[src/rtl/fetch_pc_ctrl_if.sv]
`default_nettype none
// ============================================================================
// Module      : fetch_pc_ctrl_if
// Description : Bundle of fetch-sequencer signals shared by the front end:
//               decode backpressure, execute redirect, cache response,
//               the next fetch address and the presented bundle.
// Revision    : 1.0 - initial release
// ============================================================================
interface fetch_pc_ctrl_if;
  logic        i_stall;
  logic        i_redirect_vld;
  logic [31:0] i_redirect_pc;
  logic        i_cache_vld;
  logic [31:0] o_fetch_pc;
  logic [31:0] o_pc;
  logic [1:0]  o_instr_vld;
  logic        o_busy;

  // Environment side: drives control inputs, observes the sequencer.
  modport master (
    output i_stall, i_redirect_vld, i_redirect_pc, i_cache_vld,
    input  o_fetch_pc, o_pc, o_instr_vld, o_busy
  );

  // Sequencer side.
  modport slave (
    input  i_stall, i_redirect_vld, i_redirect_pc, i_cache_vld,
    output o_fetch_pc, o_pc, o_instr_vld, o_busy
  );
endinterface
`default_nettype wire

[src/rtl/fetch_pc_ctrl.sv]
`default_nettype none
// ============================================================================
// Module      : fetch_pc_ctrl
// Description : Next-PC sequencer for the 2-issue front end. Issues one
//               cache request per cycle, presents the returned bundle to
//               decode, replays on stall, re-requests on miss and kills the
//               in-flight bundle on redirect.
// Options     : FETCH_ALIGN_EN - when defined, a bundle at a PC with bit 2
//               set presents only slot 0 and advances by 4 so the following
//               request is 8-byte aligned.
// Revision    : 1.0 - initial release
// ============================================================================
module fetch_pc_ctrl #(
  parameter logic [31:0] RESET_PC = 32'h0000_0000
) (
  input  logic                  i_clk,
  input  logic                  i_rst,
  fetch_pc_ctrl_if.slave        bus
);

  localparam logic [1:0] S_BOOT = 2'd0;
  localparam logic [1:0] S_RUN  = 2'd1;
  localparam logic [1:0] S_MISS = 2'd2;

  logic [1:0]  state_q;
  logic [1:0]  state_d;
  logic [31:0] r_req_pc_q;
  logic [31:0] r_req_pc_d;
  logic        r_inflight_q;

  logic        w_present;
  logic [1:0]  w_mask;
  logic [31:0] w_step;
  logic [31:0] w_redirect_pc;
  logic [1:0]  w_unused_rpc_lo;

  // The low two redirect bits are architecturally ignored.
  assign w_redirect_pc   = {bus.i_redirect_pc[31:2], 2'b00};
  assign w_unused_rpc_lo = bus.i_redirect_pc[1:0];

  // A bundle is only visible to decode if its request is outstanding,
  // the cache returned it, and execute is not redirecting this cycle.
  assign w_present = r_inflight_q & bus.i_cache_vld & ~bus.i_redirect_vld;

`ifdef FETCH_ALIGN_EN
  // Odd-word PC: only slot 0 is in this 8-byte block; realign afterwards.
  assign w_mask = r_req_pc_q[2] ? 2'b01 : 2'b11;
  assign w_step = r_req_pc_q[2] ? 32'd4 : 32'd8;
`else
  assign w_mask = 2'b11;
  assign w_step = 32'd8;
`endif

  // State and request-PC registers; every non-reset edge launches a request.
  always_ff @(posedge i_clk) begin
    if (i_rst) begin
      state_q      <= S_BOOT;
      r_req_pc_q   <= RESET_PC;
      r_inflight_q <= 1'b0;
    end else begin
      state_q      <= state_d;
      r_req_pc_q   <= r_req_pc_d;
      r_inflight_q <= 1'b1;
    end
  end

  // Next-PC mux and next state: redirect > miss > stall replay > advance.
  always_comb begin
    state_d    = state_q;
    r_req_pc_d = r_req_pc_q;
    if (i_rst) begin
      state_d    = S_BOOT;
      r_req_pc_d = RESET_PC;
    end else if (state_q == S_BOOT) begin
      state_d    = S_RUN;
      r_req_pc_d = RESET_PC;
    end else if (bus.i_redirect_vld) begin
      state_d    = S_RUN;
      r_req_pc_d = w_redirect_pc;
    end else if (r_inflight_q && !bus.i_cache_vld) begin
      state_d    = S_MISS;
      r_req_pc_d = r_req_pc_q;
    end else if (w_present && bus.i_stall) begin
      state_d    = S_RUN;
      r_req_pc_d = r_req_pc_q;
    end else if (w_present) begin
      state_d    = S_RUN;
      r_req_pc_d = r_req_pc_q + w_step;
    end else begin
      state_d    = S_RUN;
      r_req_pc_d = r_req_pc_q;
    end
  end

  // Outputs toward the cache and decode.
  always_comb begin
    bus.o_fetch_pc  = r_req_pc_d;
    bus.o_pc        = r_req_pc_q;
    bus.o_busy      = (state_q == S_MISS);
    bus.o_instr_vld = 2'b00;
    if (!i_rst && w_present) begin
      bus.o_instr_vld = w_mask;
    end
  end

endmodule
`default_nettype wire

[src/flat_wrapper.sv]
// flat-port wrapper written by rule: the top's interface ports become plain ports
module fetch_pc_ctrl_flat 
#(
  parameter logic [31:0] RESET_PC = 32'h0000_0000
)
  (i_clk, i_rst, bus_i_stall, bus_i_redirect_vld, bus_i_redirect_pc, bus_i_cache_vld, bus_o_fetch_pc, bus_o_pc, bus_o_instr_vld, bus_o_busy);
  fetch_pc_ctrl_if bus_i ();
  input  logic i_clk;
  input  logic i_rst;
  input wire logic [$bits(bus_i.i_stall)-1:0] bus_i_stall;
  input wire logic [$bits(bus_i.i_redirect_vld)-1:0] bus_i_redirect_vld;
  input wire logic [$bits(bus_i.i_redirect_pc)-1:0] bus_i_redirect_pc;
  input wire logic [$bits(bus_i.i_cache_vld)-1:0] bus_i_cache_vld;
  output wire logic [$bits(bus_i.o_fetch_pc)-1:0] bus_o_fetch_pc;
  output wire logic [$bits(bus_i.o_pc)-1:0] bus_o_pc;
  output wire logic [$bits(bus_i.o_instr_vld)-1:0] bus_o_instr_vld;
  output wire logic [$bits(bus_i.o_busy)-1:0] bus_o_busy;
  assign bus_i.i_stall = bus_i_stall;
  assign bus_i.i_redirect_vld = bus_i_redirect_vld;
  assign bus_i.i_redirect_pc = bus_i_redirect_pc;
  assign bus_i.i_cache_vld = bus_i_cache_vld;
  assign bus_o_fetch_pc = bus_i.o_fetch_pc;
  assign bus_o_pc = bus_i.o_pc;
  assign bus_o_instr_vld = bus_i.o_instr_vld;
  assign bus_o_busy = bus_i.o_busy;
  fetch_pc_ctrl #(.RESET_PC(RESET_PC)) u_core (.i_clk(i_clk), .i_rst(i_rst), .bus(bus_i));
endmodule
[config.mk]
export PLATFORM = sky130hd
export DESIGN_NAME = fetch_pc_ctrl_flat
export DESIGN_NICKNAME = d
export VERILOG_FILES = /design/src/rtl/fetch_pc_ctrl_if.sv /design/src/rtl/fetch_pc_ctrl.sv /design/src/flat_wrapper.sv
export SDC_FILE = /design/constraint.sdc
export NUM_CORES = 1
export LEC_CHECK = 0
export ABC_AREA = 1
export CORE_ASPECT_RATIO = 0.75
export CORE_MARGIN = 1.5
export CORE_UTILIZATION = 47
export CTS_BUF_LIST = sky130_fd_sc_hd__clkbuf_8
export DETAILED_ROUTE_END_ITERATION = 10
export GPL_TIMING_DRIVEN = 0
export PLACE_DENSITY = 0.88
export SLEW_MARGIN = 10
export SYNTH_ARGS = -nofsm -noshare
export SYNTH_HDL_FRONTEND = slang
export SYNTH_SLANG_ARGS = --single-unit
[constraint.sdc]
create_clock -name i_clk -period 2.61 [get_ports i_clk]
set_input_delay 0.3915 -clock i_clk [delete_from_list [all_inputs] [get_ports i_clk]]
set_output_delay 0.3915 -clock i_clk [all_outputs]
set_load 0.02 [all_outputs]
Figure 1. Nets reached from selected ports (run 1).
Drawn at 3 px/um.
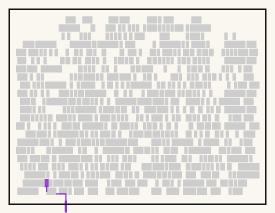
- purple: bus_o_busy (direction output; edge bottom; end cells 1; buffers 1; wire 8.60 um)

Figure 2. Cell outlines without signal wires (run 1).
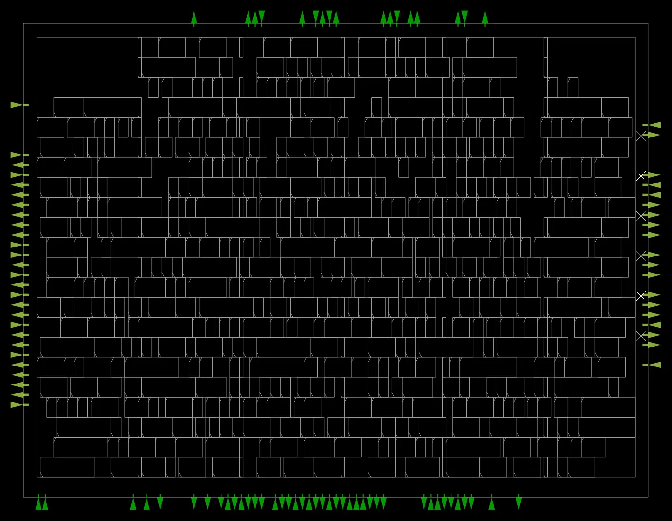
fin util: 74.1%
non-filler cells, final: 586
fillers: 424

==> results.py, run 1 <==
# Auto-generated metrics
metrics = {
    "status": {
        "status": "finished, violations left",
        "violations": "design-rule violations",
    },
    "pwr": {
        "p_sw_mw": 0.413,
        "clkPwrFrac_pct": 30.9,
        "switching_share_pct": 31.7,
        "p_int_mw": 0.888,
        "power_mw": 1.30,
        "p_per_area_nw_per_um2": 360,
        "power_leader": "sequential cells",
        "vdd_drop_max_v": 0.000218,
    },
    "grt": {
        "use_met3_pct": 6.75,
        "use_met2_pct": 45.7,
        "grt_max_degree": 13,
        "grt_pass1_wl_mm": 12.4,
        "antenna_found_initial": 0,
    },
    "final_timing": {
        "hold_slack_ns": 0.459,
        "finalClockPeriodUsage_pct": 96.2,
        "relSlewSlack_pct": 64.1,
        "worstMarginPinSlew_ns": 0.539,
        "fin_skew_ns": 0.00731,
        "layout_min_cycle_time_ns": 2.51,
    },
    "placed_design": {
        "io_buffers": 101,
        "dp_slack_ns": -0.455,
    },
    "cells_and_area": {
        "fin_area_sq_um": 3610,
        "non_clock_buffer_area_share_pct": 30.0,
        "nNetsFinal": 563,
        "final.clkbuf_count": 5,
        "logic_gates": 272,
        "lay_top_count": "inv_1",
        "areaGrowthSynthToFinish_pct": 52.4,
        "final_cell_mix": "92 x inv_1, 90 x nand2_1, 76 x nor2_1, 70 x clkdlybuf4s50_1, 36 x nand3_1",
    },
    "worst_setup_path": {
        "reg2reg_depth": 11,
        "r2r-start": "u_core.bus.o_pc[3]",
        "worst_ep_arrival_time_ns": 2.12,
        "crit_path_top_delay_cell": "dfxtp_2",
        "cp_slowest_stage_delay_ns": 0.37,
        "crit_fanout": 10,
        "cp-startpoint": "u_core.bus.o_pc[3]",
    },
    "synth": {
        "synthCells": 414,
        "async_reset_ff_share_pct": 0,
        "synthSimpleGateAreaFrac_pct": 45.3,
        "synth_cell_types": 25,
        "synthesis.area_sq_um": 2370,
        "xor_area_share_pct": 0,
        "synth_area_per_cell_sq_um": 5.72,
        "ff_type": "dfxtp_1",
        "synthTopCellsByArea": "dfxtp_1 30%, inv_1 15%, nand2_1 15%, nor2_1 12%, nand3_1 7.8%",
        "synth.comb.largest_family": "simple AND/OR/NAND/NOR gates",
        "ys_area_sq_um": 2370,
        "yosysSeqAreaShare_pct": 29.6,
        "top_area_share_pct": 29.6,
    },
    "floorplanning": {
        "io_pins": 104,
        "row_count": 22,
        "chipArea_sq_um": 5480,
        "die_w_um": 85.0,
    },
    "detailed_routing": {
        "wl_per_cell_um": 13.1,
        "vias_per_cell": 5.04,
        "drc_errors": 6,
        "num_vias": 2956,
        "m1WireLength_mm": 3.46,
        "antenna_left": 0,
        "routed-wl-met3_um": 715,
    },
    "min_path": {
        "min_to": "u_core.bus.o_pc[0]",
        "hp-class": "reg -> reg",
    },
    "clock_network": {
        "clk_pin_slew_worst_paths_ns": 0.08,
        "cts_resized": 48,
        "numCtsBuffers": 5,
        "cts_max_level": 2,
        "root_buffer": "clkbuf_8",
        "cts_tree": "done",
    },
    "run": {
        "max_cap_violations": 0,
        "tool_warnings": 29,
    },
}
Figure 3. Ports around the boundary (run 1).
Drawn at 6 px/um. Pins as bars across the die edge, other pins in gray.
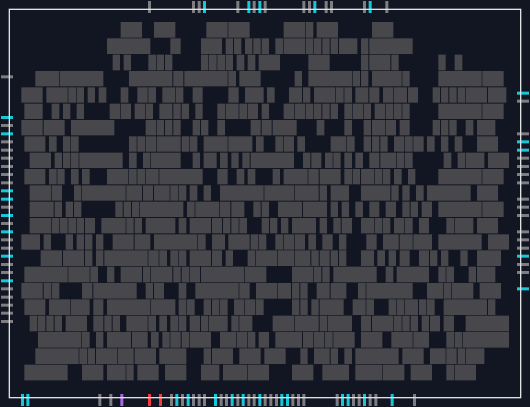
- cyan: bus_i_redirect_pc (pins 32; direction input; edge 14 bottom, 8 left, 5 top, 5 right)
- purple: bus_o_busy (pins 1; direction output; edge bottom)
- red: bus_o_instr_vld (pins 2; direction output; edge bottom)
- all pins by edge: 41 bottom, 27 left, 19 right, 17 top

--- run 2 (diff from run 1) ---
- ABC_CLOCK_PERIOD_IN_PS: not set -> 3000
- CORE_UTILIZATION: 47 -> 45
- PLACE_DENSITY: 0.88 -> 0.85
- clock period: 2.61 -> 3 ns (I/O delays scaled with it)
Figure 4. Nets reached from selected ports (run 2).
Drawn at 3 px/um.
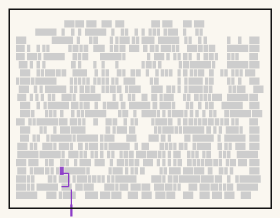
- purple: bus_o_busy (direction output; edge bottom; end cells 1; buffers 1; wire 15.1 um)

==> results.py, run 2 <==
# Auto-generated metrics
metrics = {
    "grt": {
        "antenna_found_initial": 0,
        "use_met2_pct": 43.6,
        "grt_max_degree": 11,
    },
    "synth": {
        "synthMuxAreaShare_pct": 0,
        "xor_area_share_pct": 0,
        "synth.comb.largest_family": "simple AND/OR/NAND/NOR gates",
        "top_area_share_pct": 29.6,
        "synth_cell_types": 25,
        "ff_type": "dfxtp_1",
        "synthTopCellsByArea": "dfxtp_1 30%, inv_1 15%, nand2_1 15%, nor2_1 12%, nand3_1 7.8%",
        "yosysSeqAreaShare_pct": 29.6,
        "async_reset_ff_share_pct": 0,
        "synthSimpleGateAreaFrac_pct": 45.3,
        "synthesis.area_sq_um": 2370,
        "ys_area_sq_um": 2370,
        "synthCells": 414,
    },
    "cells_and_area": {
        "final_cell_mix": "92 x inv_1, 92 x nand2_1, 78 x nor2_1, 75 x clkdlybuf4s50_1, 36 x nand3_1",
        "instances_no_fill": 594,
        "logic_gates": 272,
        "areaGrowthSynthToFinish_pct": 50.6,
        "non_clock_buffer_area_share_pct": 29.6,
        "utilization_pct": 71.6,
        "nNetsFinal": 560,
        "final.clkbuf_count": 6,
        "fillers": 457,
    },
    "final_timing": {
        "hold_slack_ns": 0.438,
        "layout_min_cycle_time_ns": 2.91,
        "finalClockPeriodUsage_pct": 96.9,
        "worstMarginPinSlew_ns": 0.537,
        "fin_skew_ns": 0.0120,
    },
    "worst_setup_path": {
        "r2r-start": "u_core.bus.o_pc[3]",
        "crit_fanout": 10,
        "cp-startpoint": "i_rst",
        "cp_slowest_stage_delay_ns": 0.59,
        "reg2reg_depth": 11,
        "crit_path_top_delay_cell": "clkdlybuf4s50_1",
    },
    "detailed_routing": {
        "drc_errors": 0,
        "vias_per_cell": 4.96,
        "num_vias": 2948,
        "wl_per_cell_um": 12.8,
        "antenna_left": 0,
    },
    "status": {
        "status": "complete, no violations",
    },
    "clock_network": {
        "numCtsBuffers": 5,
        "root_buffer": "clkbuf_8",
        "cts_tree": "done",
        "clk_pin_slew_worst_paths_ns": 0.08,
        "cts_max_level": 2,
    },
    "placed_design": {
        "dp_slack_ns": -0.208,
        "io_buffers": 101,
    },
    "pwr": {
        "p_per_area_nw_per_um2": 320,
        "vdd_drop_max_v": 0.000233,
        "p_int_mw": 0.790,
        "clkPwrFrac_pct": 31.7,
        "p_sw_mw": 0.351,
        "switching_share_pct": 30.8,
    },
    "min_path": {
        "hp-class": "in -> reg",
    },
    "floorplanning": {
        "die_w_um": 86.8,
        "io_pins": 104,
        "chipArea_sq_um": 5720,
    },
    "run": {
        "tool_warnings": 28,
        "max_cap_violations": 0,
    },
}
Figure 5. The metal 2 layer (run 2).
Drawn at 6 px/um.
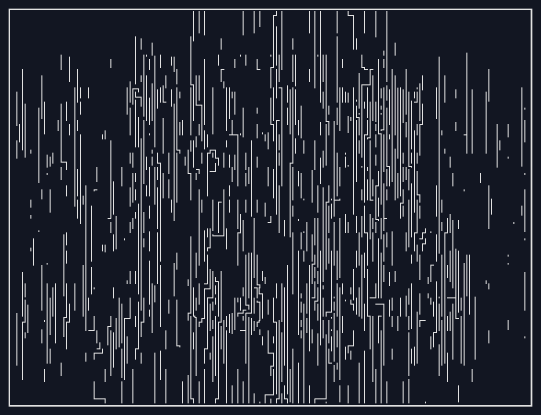
- share of all routed wire: 44%
- longest straight run: 32.6 um
- nets with wire on the layer: 458
- wire length on this layer: 3320 um
- main direction: vertical

No activity file was given, so power comes from the tool's default toggle rates.
